--- src/rtl/uart_rx.sv ---
// UART receiver: 8N1 serial line into a CSR-readable byte queue with sticky error flags.
// Defining UART_RX_PARITY_EN switches the frame to 8E1 and enables the parity_err flag.
module uart_rx #(
  parameter int unsigned ClksPerBit = 868,
  parameter int unsigned QueueDepth = 32,
  parameter logic [11:0] Addr       = 12'h052
) (
  input  logic        clk_i,
  input  logic        reset_i,
  input  logic        rx_i,
  input  logic        csr_enable,
  input  logic [11:0] csr_addr,
  output logic [31:0] csr_data_out,
  output logic        have_next
);

  localparam int unsigned IdxW      = $clog2(QueueDepth);
  localparam int unsigned PtrW      = IdxW + 1;
  localparam logic [15:0] BitTicks  = 16'(ClksPerBit);
  localparam logic [15:0] HalfTicks = 16'(ClksPerBit / 2);

`ifdef UART_RX_PARITY_EN
  typedef enum logic [2:0] {StIdle, StStart, StData, StParity, StStop} state_e;
`else
  typedef enum logic [2:0] {StIdle, StStart, StData, StStop} state_e;
`endif

  // Line synchronizer
  logic r_rx_meta;
  logic r_rx_sync;

  always_ff @(posedge clk_i or posedge reset_i) begin
    if (reset_i) begin
      r_rx_meta <= 1'b1;
      r_rx_sync <= 1'b1;
    end else begin
      r_rx_meta <= rx_i;
      r_rx_sync <= r_rx_meta;
    end
  end

  // Receive state machine
  state_e      r_state;
  state_e      w_state_next;
  logic [15:0] r_timer;
  logic [15:0] w_timer_next;
  logic [2:0]  r_bit_idx;
  logic [2:0]  w_bit_idx_next;
  logic [7:0]  r_shift;
  logic [7:0]  w_shift_next;
  logic        w_tick;
  logic        w_push_req;
  logic        w_frame_set;
`ifdef UART_RX_PARITY_EN
  logic        w_parity_set;
`endif

  // The timer expires on the cycle it holds 1, so a load of N spaces samples N cycles apart.
  assign w_tick = (r_timer <= 16'd1);

  always_ff @(posedge clk_i or posedge reset_i) begin
    if (reset_i) begin
      r_state   <= StIdle;
      r_timer   <= 16'd0;
      r_bit_idx <= 3'd0;
      r_shift   <= 8'd0;
    end else begin
      r_state   <= w_state_next;
      r_timer   <= w_timer_next;
      r_bit_idx <= w_bit_idx_next;
      r_shift   <= w_shift_next;
    end
  end

  always_comb begin
    w_state_next   = r_state;
    w_timer_next   = r_timer;
    w_bit_idx_next = r_bit_idx;
    w_shift_next   = r_shift;
    w_push_req     = 1'b0;
    w_frame_set    = 1'b0;
`ifdef UART_RX_PARITY_EN
    w_parity_set   = 1'b0;
`endif
    case (r_state)
      StIdle: begin
        if (!r_rx_sync) begin
          w_state_next   = StStart;
          w_timer_next   = HalfTicks;
          w_bit_idx_next = 3'd0;
        end
      end
      StStart: begin
        if (!w_tick) begin
          w_timer_next = r_timer - 16'd1;
        end else if (!r_rx_sync) begin
          w_state_next = StData;
          w_timer_next = BitTicks;
        end else begin
          // Line back high at mid start bit: treat as a glitch
          w_state_next = StIdle;
          w_timer_next = 16'd0;
        end
      end
      StData: begin
        if (!w_tick) begin
          w_timer_next = r_timer - 16'd1;
        end else begin
          w_shift_next = {r_rx_sync, r_shift[7:1]};
          w_timer_next = BitTicks;
          if (r_bit_idx == 3'd7) begin
            w_bit_idx_next = 3'd0;
`ifdef UART_RX_PARITY_EN
            w_state_next   = StParity;
`else
            w_state_next   = StStop;
`endif
          end else begin
            w_bit_idx_next = r_bit_idx + 3'd1;
          end
        end
      end
`ifdef UART_RX_PARITY_EN
      StParity: begin
        if (!w_tick) begin
          w_timer_next = r_timer - 16'd1;
        end else begin
          w_parity_set = (r_rx_sync != (^r_shift));
          w_state_next = StStop;
          w_timer_next = BitTicks;
        end
      end
`endif
      StStop: begin
        if (!w_tick) begin
          w_timer_next = r_timer - 16'd1;
        end else begin
          w_push_req   = r_rx_sync;
          w_frame_set  = !r_rx_sync;
          w_state_next = StIdle;
          w_timer_next = 16'd0;
        end
      end
      default: begin
        w_state_next = StIdle;
        w_timer_next = 16'd0;
      end
    endcase
  end

  // Receive queue; pointers carry one extra wrap bit to tell full from empty
  logic [7:0]      r_mem [QueueDepth];
  logic [PtrW-1:0] r_in_ptr;
  logic [PtrW-1:0] r_out_ptr;
  logic            r_have_next;
  logic            w_empty;
  logic            w_full;
  logic            w_csr_hit;
  logic            w_pop;
  logic            w_push;
  logic            w_overrun_set;

  assign w_empty = (r_in_ptr == r_out_ptr);
  assign w_full  = (r_in_ptr[IdxW-1:0] == r_out_ptr[IdxW-1:0]) &&
                   (r_in_ptr[IdxW] != r_out_ptr[IdxW]);
  assign w_csr_hit     = csr_enable && (csr_addr == Addr);
  assign w_pop         = w_csr_hit && !w_empty;
  // A simultaneous pop frees the slot, so a push to a full queue still lands
  assign w_push        = w_push_req && (!w_full || w_pop);
  assign w_overrun_set = w_push_req && w_full && !w_pop;

  always_ff @(posedge clk_i) begin
    if (w_push) begin
      r_mem[r_in_ptr[IdxW-1:0]] <= r_shift;
    end
  end

  always_ff @(posedge clk_i or posedge reset_i) begin
    if (reset_i) begin
      r_in_ptr    <= '0;
      r_out_ptr   <= '0;
      r_have_next <= 1'b0;
    end else begin
      if (w_push) begin
        r_in_ptr <= r_in_ptr + PtrW'(1);
      end
      if (w_pop) begin
        r_out_ptr <= r_out_ptr + PtrW'(1);
      end
      r_have_next <= !w_empty;
    end
  end

  // Sticky flags: a clearing read loses to a same-cycle set
  logic r_frame_err;
  logic r_overrun;
  logic w_parity_err;

  always_ff @(posedge clk_i or posedge reset_i) begin
    if (reset_i) begin
      r_frame_err <= 1'b0;
      r_overrun   <= 1'b0;
    end else begin
      r_frame_err <= (r_frame_err && !w_csr_hit) || w_frame_set;
      r_overrun   <= (r_overrun && !w_csr_hit) || w_overrun_set;
    end
  end

`ifdef UART_RX_PARITY_EN
  logic r_parity_err;

  always_ff @(posedge clk_i or posedge reset_i) begin
    if (reset_i) begin
      r_parity_err <= 1'b0;
    end else begin
      r_parity_err <= (r_parity_err && !w_csr_hit) || w_parity_set;
    end
  end

  assign w_parity_err = r_parity_err;
`else
  assign w_parity_err = 1'b0;
`endif

  always_comb begin
    csr_data_out       = 32'd0;
    csr_data_out[7:0]  = w_empty ? 8'h00 : r_mem[r_out_ptr[IdxW-1:0]];
    csr_data_out[8]    = r_have_next;
    csr_data_out[9]    = r_frame_err;
    csr_data_out[10]   = r_overrun;
    csr_data_out[11]   = w_parity_err;
  end

  assign have_next = r_have_next;

endmodule
--- config.mk ---
export PLATFORM = sky130hd
export DESIGN_NAME = uart_rx
export DESIGN_NICKNAME = d
export VERILOG_FILES = /design/src/rtl/uart_rx.sv
export SDC_FILE = /design/constraint.sdc
export NUM_CORES = 1
export LEC_CHECK = 0
export CAP_MARGIN = 15
export CORE_MARGIN = 2
export CORE_UTILIZATION = 30
export CTS_BUF_LIST = sky130_fd_sc_hd__clkbuf_16
export CTS_CLUSTER_SIZE = 40
export DETAILED_ROUTE_END_ITERATION = 16
export GPL_TIMING_DRIVEN = 1
export PLACE_DENSITY = 0.56
export SKIP_CTS_REPAIR_TIMING = 1
export SLEW_MARGIN = 40
export SYNTH_ARGS = -nofsm -noshare
export SYNTH_HDL_FRONTEND = slang
export SYNTH_SLANG_ARGS = --single-unit
--- constraint.sdc ---
create_clock -name clk_i -period 6.68 [get_ports clk_i]
set_input_delay 1.002 -clock clk_i [delete_from_list [all_inputs] [get_ports clk_i]]
set_output_delay 1.002 -clock clk_i [all_outputs]
set_load 0.02 [all_outputs]
==> run_1/final_clocks.png <==
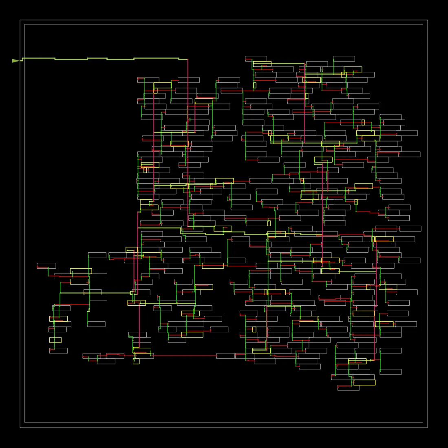
sinks on the clock net: 302
worst setup skew after layout: 0.0299 ns
count of sequential standard cells: 302
number of buffers created by CTS: 34
clock group total power: 1900 uW

==> run_1/met3.png <==
Scale: 2 px per micron. Cells faint in the background.
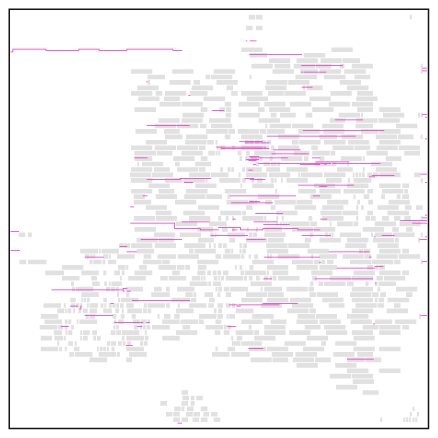
nets with wire on the layer: 70
share of all routed wire: 4.6%
main direction: horizontal
longest straight run: 44.2 microns
wire length on this layer: 1270 microns

==> out/summary.txt, run 1 <==
sequential cell fraction of total power: 0.512
Post-layout nets: 831
met1 Resource Use GR: 0.170
total global routing track utilization: 0.129
#FFs+latches synth: 302
Hold Vio Cnt, Final: 0
reported combinational group power: 32.0 uW
Via density: 4.94
crit path launch: r_out_ptr[1]$_DFFE_PP0P_
global route total overflow: 0
number of cells produced by synthesis: 775
critical-path maximum fanout: 30
Leakage Power: 0.00530 uW
number of DRC markers in iteration 0: 495
worst hold slack: 0.357 ns
count of library flops with an enable pin: 256
slowest cell delay on critical path: 0.78 ns
number of clock buffer instances in the layout: 35
Async S/R FF share, synth: 0.152
HP Start: r_rx_meta$_DFF_PP1_
capturing instance or port of the critical path: csr_data_out[0]
most frequent cell on the critical path: nand2_1
slowest cell on the critical path: dfrtp_2
number of ports placed on the die boundary: 49
Net Sw Frac: 0.194
number of remaining DRC errors: 0
comb area leader: multiplexers
cell area reported after detailed placement: 13400 sq um
leading cell types in the layout, fill and taps excluded: 256 x edfxtp_1, 45 x mux2i_1, 43 x mux4_2
count of tool warnings: 30
maximum number of pins on one net before global-route repair: 47
std cell rows: 75
XOR/XNOR Area Share: 0.0111
non-clock buffer area fraction after layout: 0.0251
chain of cells forming the critical path: buf_4 -> mux4_2 -> nand2_1 -> nand2_1 -> a21oi_1 -> a221oi_1 -> clkdlybuf4s50_1
time the final worst path needs with I/O delays and setup: 4.73 ns
number of maximum-capacitance constraint violations: 0
ratio of cells with drive above 1 in the final layout: 0.182
setup total negative slack: 0 ns
flop share of the area: 0.607
number of buffers inserted by port buffering: 27
bufs w/o clock: 38
Met2 Wirelength: 13.7 mm
total standard cell area after synthesis: 12600 sq um
via count of the first global-routing pass: 6805
antenna violations before repair: 0
Well Taps: 539
top layer in use: met4
Final Instance Count excl. Fillers: 1369
nature of the critical path endpoint: output port
Synth Flop Type: edfxtp_1
placed wire-length estimate: 17.6 mm
cell count listed in synth_stat.txt: 775
routed length per placed instance: 20.3 microns
clock root buffer master: clkbuf_16
initial core utilization: 0.302
most congested layer reported by global routing: met2
antenna diode instance count: 0
total power per unit cell area: 271 nW/um^2
cell class ranked first by area: sequential cells
Post-Route Utilization: 0.350
post-synthesis share of cell area spent on and, or, nand and nor gates: 0.0662
top cells by area in the synthesized netlist: edfxtp_1 61%, dfrtp_1 8.7%, mux4_2 7.7%
first-pass GRT wire length: 42.3 mm
run status: complete, no violations
global-route met3 utilization: 0.0230
flip-flop count of the largest register, all copies and words added: 256
non-clock inverter count in the final layout: 11
chip area: 43700 sq um
R2R depth: 5
Period Utilization, post-route: 0.709
Synth cell types: 57
FILL cells: 3962
proportion of synthesized chip area in sequential cells: 0.702
Setup WS pre-CTS: 2.20 ns
post-synthesis average cell area: 16.3 sq um
combinational share of cell area: 0.240
Multi-input comb cells: 419
area share of and-or/or-and cells after synthesis: 0.0572
part of the power in the clock network: 0.480
H-tree levels: 2
clock transition time at the flip-flop clock pins of the worst setup and hold paths: 0.06 ns
core footprint: 41700 sq um
Die Span X: 209 microns
worst ir drop on vdd: 0.112 mV
==> run_1/zoom.png <==
Window x 132 to 182, y 132 to 182 microns. Cells in grey, sequential cells in the stronger grey; small squares are vias.
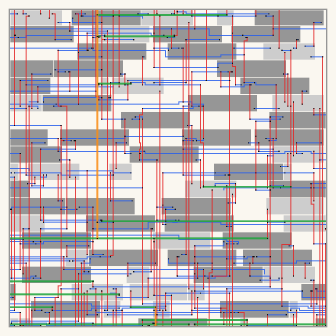
| layer | colour |
|---|---|
| met4 | orange |
| met1 | blue |
| met3 | green |
| met2 | red |
cells with their middle in the window: 65
most frequent: edfxtp_1 (38), mux4_2 (11), clkbuf_16 (6)
sequential cells in the window: 38
netlist names of flops here include: r_mem (38)

==> run_1/met4.png <==
Scale: 2 px per micron. Supply wires on this layer in grey. Cells faint in the background.
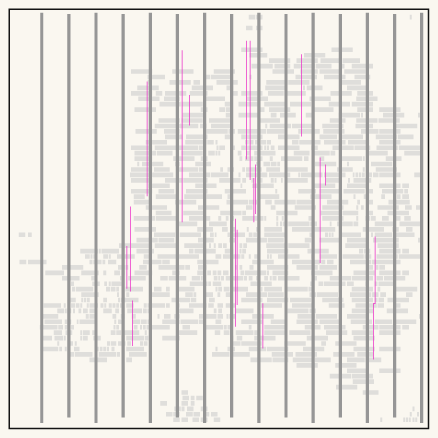
main direction: vertical
wire length on this layer: 697 microns
DR vias: 6759
total length of routed wires: 27.7 mm

==> run 2, diff against run 1 <==
==> constraint.sdc (replaced) <==
create_clock -name clk_i -period 4.9 [get_ports clk_i]
set_input_delay 0.735 -clock clk_i [delete_from_list [all_inputs] [get_ports clk_i]]
set_output_delay 0.735 -clock clk_i [all_outputs]
set_load 0.02 [all_outputs]
==> run_2/final_clocks.png <==
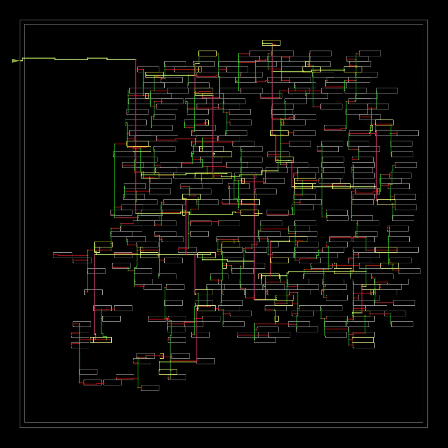
Late-Pin Clk Latency: 0.51 ns
clock group total power: 2540 uW
number of clock buffer instances in the layout: 37
worst setup skew after layout: 0.0213 ns

==> run_2/met4.png <==
Scale: 2 px per micron. Supply wires on this layer in grey. Cells faint in the background.
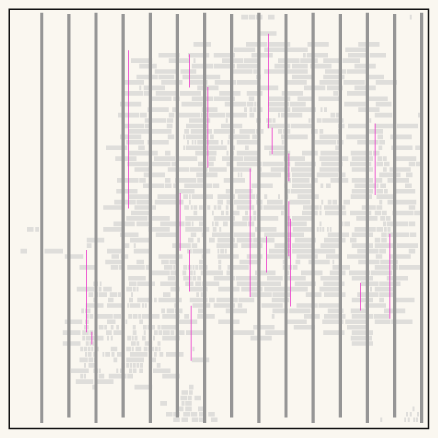
DR vias: 6826
total length of routed wires: 28.1 mm

==> run_2/pins.png <==
Scale: 2 px per micron. Pins as bars across the die edge, other pins in grey.
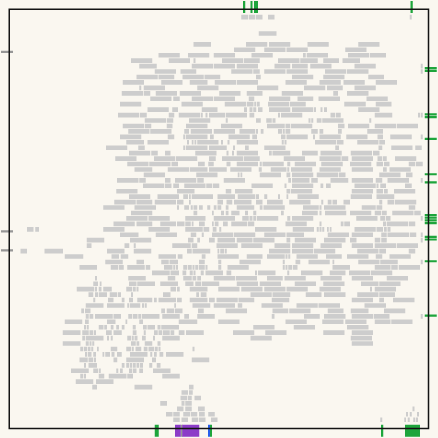
| port | colour | pins | direction | edge |
|---|---|---|---|---|
| csr_data_out | green | 32 | output | 15 east, 12 south, 5 north |
| have_next | blue | 1 | output | south |
| csr_addr | purple | 12 | input | south |
all pins by edge: 26 south, 15 east, 5 north, 3 west
Die H: 209 microns
number of buffers inserted by port buffering: 27
Die Span X: 209 microns

==> run 2 against run 1 <==
Utilization rose by 0.12 points. Largest power group unchanged. Clock power rose by 34%. Critical endpoint is now csr_data_out[7]. Synthesized cell count did not move. Clock-buffer cell count rose by 2. Critical path type unchanged. Wire length rose by 1.4%. Sequential cell count did not move. Sequential power rose by 37%. Worst hold slack got worse by 0.0014 ns. Via count rose by 0.99%. First-iteration DRC count rose by 6.3%. Register-to-register slack got worse by 1.8 ns.
==> out/summary.txt, run 2 <==
via count of the first global-routing pass: 6882 (+1.1%)
antenna diode instance count: 0 (unchanged)
reported combinational group power: 42.5 uW
run status: complete, no violations
clock transition time at the flip-flop clock pins of the worst setup and hold paths: 0.06 ns (about the same)
number of ports placed on the die boundary: 49 (unchanged)
total standard cell area after synthesis: 12600 sq um (unchanged)
crit path launch: r_out_ptr[0]$_DFFE_PP0P_
leading cell types in the layout, fill and taps excluded: 256 x edfxtp_1, 45 x nor2_1, 45 x mux2i_1
maximum number of pins on one net before global-route repair: 47 (unchanged)
post-synthesis share of cell area spent on and, or, nand and nor gates: 0.0662 (unchanged)
most congested layer reported by global routing: met2
worst hold slack: 0.356 ns (-0.00140 ns)
nature of the critical path endpoint: output port
slowest cell delay on critical path: 0.93 ns (+0.15 ns)
clock root buffer master: clkbuf_16
slowest cell on the critical path: dfrtp_4
total global routing track utilization: 0.130 (+0.00137)
Via density: 4.94 (about the same)
number of DRC markers in iteration 0: 526 (+6.3%)
core footprint: 41700 sq um (unchanged)
Multi-input comb cells: 419 (unchanged)
flip-flop count of the largest register, all copies and words added: 256 (unchanged)
count of tool warnings: 30 (unchanged)
count of library flops with an enable pin: 256 (unchanged)
Synth cell types: 57 (unchanged)
number of cells produced by synthesis: 775 (unchanged)
R2R depth: 5 (unchanged)
capturing instance or port of the critical path: csr_data_out[7]
part of the power in the clock network: 0.476 (-0.004)
sequential cell fraction of total power: 0.516 (+0.004)
worst ir drop on vdd: 0.209 mV (+86%)
Synth Flop Type: edfxtp_1
chain of cells forming the critical path: mux4_2 -> nand2_1 -> a21oi_1 -> a2111oi_0 -> a211oi_1 -> clkdlybuf4s50_1
chip area: 43700 sq um (unchanged)
bufs w/o clock: 51 (+34%)
count of sequential standard cells: 302 (unchanged)
Net Sw Frac: 0.189 (-0.00534)
Hold Vio Cnt, Final: 0 (unchanged)
met1 Resource Use GR: 0.175 (+0.00440)
comb area leader: multiplexers
initial core utilization: 0.302 (unchanged)
FILL cells: 3971 (+0.23%)
cell class ranked first by area: sequential cells
XOR/XNOR Area Share: 0.0111 (unchanged)
number of maximum-capacitance constraint violations: 0 (unchanged)
number of buffers created by CTS: 34 (unchanged)
cell count listed in synth_stat.txt: 775 (unchanged)
flop share of the area: 0.605 (-0.00230)
number of remaining DRC errors: 0 (unchanged)
proportion of synthesized chip area in sequential cells: 0.702 (unchanged)
placed wire-length estimate: 17.3 mm (-1.7%)
==> run 3, diff against run 2 <==
--- a/config.mk
+++ b/config.mk
@@ -13,6 +13,7 @@
 export DETAILED_ROUTE_END_ITERATION = 16
 export GPL_TIMING_DRIVEN = 1
 export PLACE_DENSITY = 0.56
+export RECOVER_POWER = 50
 export SKIP_CTS_REPAIR_TIMING = 1
 export SLEW_MARGIN = 40
 export SYNTH_ARGS = -nofsm -noshare
==> run_3/met3.png <==
Scale: 2 px per micron. Cells faint in the background.
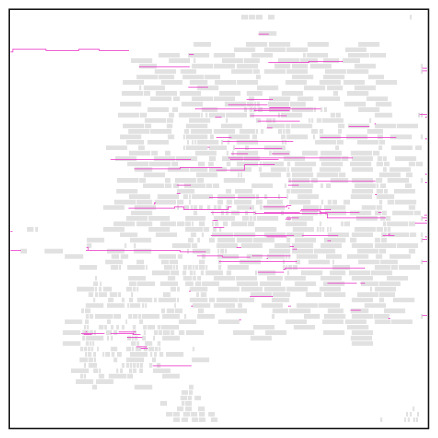
wire length on this layer: 1400 microns
share of all routed wire: 5.0%

==> run_3/pins.png <==
Scale: 2 px per micron. Pins as bars across the die edge, other pins in grey.
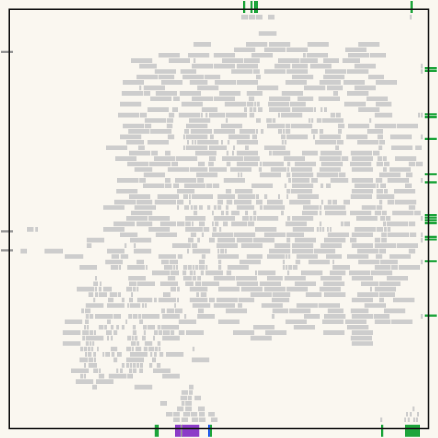
| port | colour | pins | direction | edge |
|---|---|---|---|---|
| csr_data_out | green | 32 | output | 15 east, 12 south, 5 north |
| csr_addr | purple | 12 | input | south |
| have_next | blue | 1 | output | south |
all pins by edge: 26 south, 15 east, 5 north, 3 west

==> run_3/final_clocks.png <==
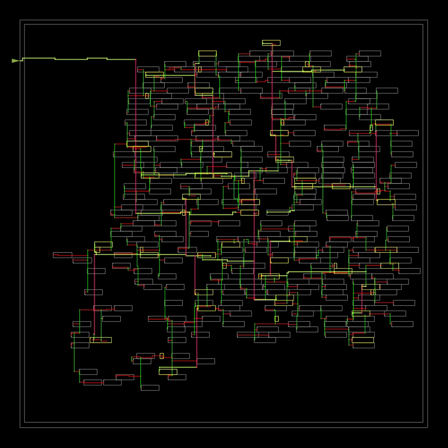
worst setup skew after layout: 0.0230 ns

==> run 3 against run 2 <==
Maximum frequency about the same. Global-route usage unchanged. The run now ends with max-capacitance violations, max-slew violations left. Final cell count unchanged. Critical path type unchanged. Synthesized cell count unchanged.
==> out/summary.txt, run 3 <==
run status: finished, violations left
violated checks: max-capacitance violations, max-slew violations
number of remaining DRC errors: 0 (unchanged)
yosys-reported design area after synthesis: 12600 sq um
initial core utilization: 0.302 (unchanged)
Die H: 209 microns (unchanged)
XOR/XNOR Area Share: 0.0111 (unchanged)
share of Yosys cell area claimed by the top area cell type: 0.610
number of DRC markers in iteration 0: 529 (+0.57%)
clock group total power: 2540 uW (about the same)
reported combinational group power: 42.0 uW
R2R depth: 5 (unchanged)
DR vias: 6808 (-0.26%)
count of library flops with an enable pin: 256 (unchanged)
post-synthesis share of cell area spent on and, or, nand and nor gates: 0.0662 (unchanged)
worst hold slack: 0.356 ns (-0.0000160 ns)
cell class ranked first by area: sequential cells
number of ports placed on the die boundary: 49 (unchanged)
number of buffers created by CTS: 34 (unchanged)
comb area leader: multiplexers
met1 Resource Use GR: 0.175 (unchanged)
total length of routed wires: 28.2 mm (about the same)
post-layout power: 5340 uW
most congested layer reported by global routing: met2
number of cells produced by synthesis: 775 (unchanged)
Late-Pin Clk Latency: 0.51 ns (about the same)
leading cell types in the layout, fill and taps excluded: 256 x edfxtp_1, 45 x nor2_1, 45 x mux2i_1
count of tool warnings: 30 (unchanged)
core footprint: 41700 sq um (unchanged)
crit path launch: r_out_ptr[2]$_DFFE_PP0P_
total standard cell area after synthesis: 12600 sq um (unchanged)
count of sequential standard cells: 302 (unchanged)
setup ws final: 0.460 ns
number of maximum-capacitance constraint violations: 6 (+6)
Synth Flop Type: edfxtp_1
chain of cells forming the critical path: inv_1 -> nand2_1 -> a21oi_1 -> a2111oi_0 -> a211oi_1 -> clkdlybuf4s50_1
register-to-register setup slack: 1.15 ns
most frequent cells after synthesis: 256 x edfxtp_1, 53 x nor2_1, 45 x mux2i_1
number of clock buffer instances in the layout: 37 (unchanged)
proportion of synthesized chip area in sequential cells: 0.702 (unchanged)
Net Sw Frac: 0.189 (+0.000368)
bufs w/o clock: 51 (unchanged)
flop share of the area: 0.606 (+0.00144)
global-route met3 utilization: 0.0239
worst ir drop on vdd: 0.209 mV (+0.17%)
maximum number of pins on one net before global-route repair: 47 (unchanged)
multi-input combinational cell area: 3460 sq um
Die Span X: 209 microns (unchanged)
iteration count of the initial detailed-routing pass: 5
total global routing track utilization: 0.130 (unchanged)
number of buffers inserted by port buffering: 27 (unchanged)
placed wire-length estimate: 17.3 mm (unchanged)
via count of the first global-routing pass: 6882 (unchanged)
clock root buffer master: clkbuf_16
Final Max-Slew Violation Tally: 218
capturing instance or port of the critical path: csr_data_out[7]
Top cell excl fill/tap: edfxtp_1
antenna diode instance count: 0 (unchanged)
clock transition time at the flip-flop clock pins of the worst setup and hold paths: 0.06 ns (about the same)
cell count listed in synth_stat.txt: 775 (unchanged)
flip-flop count of the largest register, all copies and words added: 256 (unchanged)
Hold Vio Cnt, Final: 0 (unchanged)
sequential cell fraction of total power: 0.516 (about the same)
slowest cell on the critical path: dfrtp_1
chip area: 43700 sq um (unchanged)
part of the power in the clock network: 0.476 (about the same)
slowest cell delay on critical path: 0.86 ns (-0.07 ns)
Synth cell types: 57 (unchanged)
FILL cells: 3978 (+0.18%)
No activity file was given, so power comes from the tool's default toggle rates.
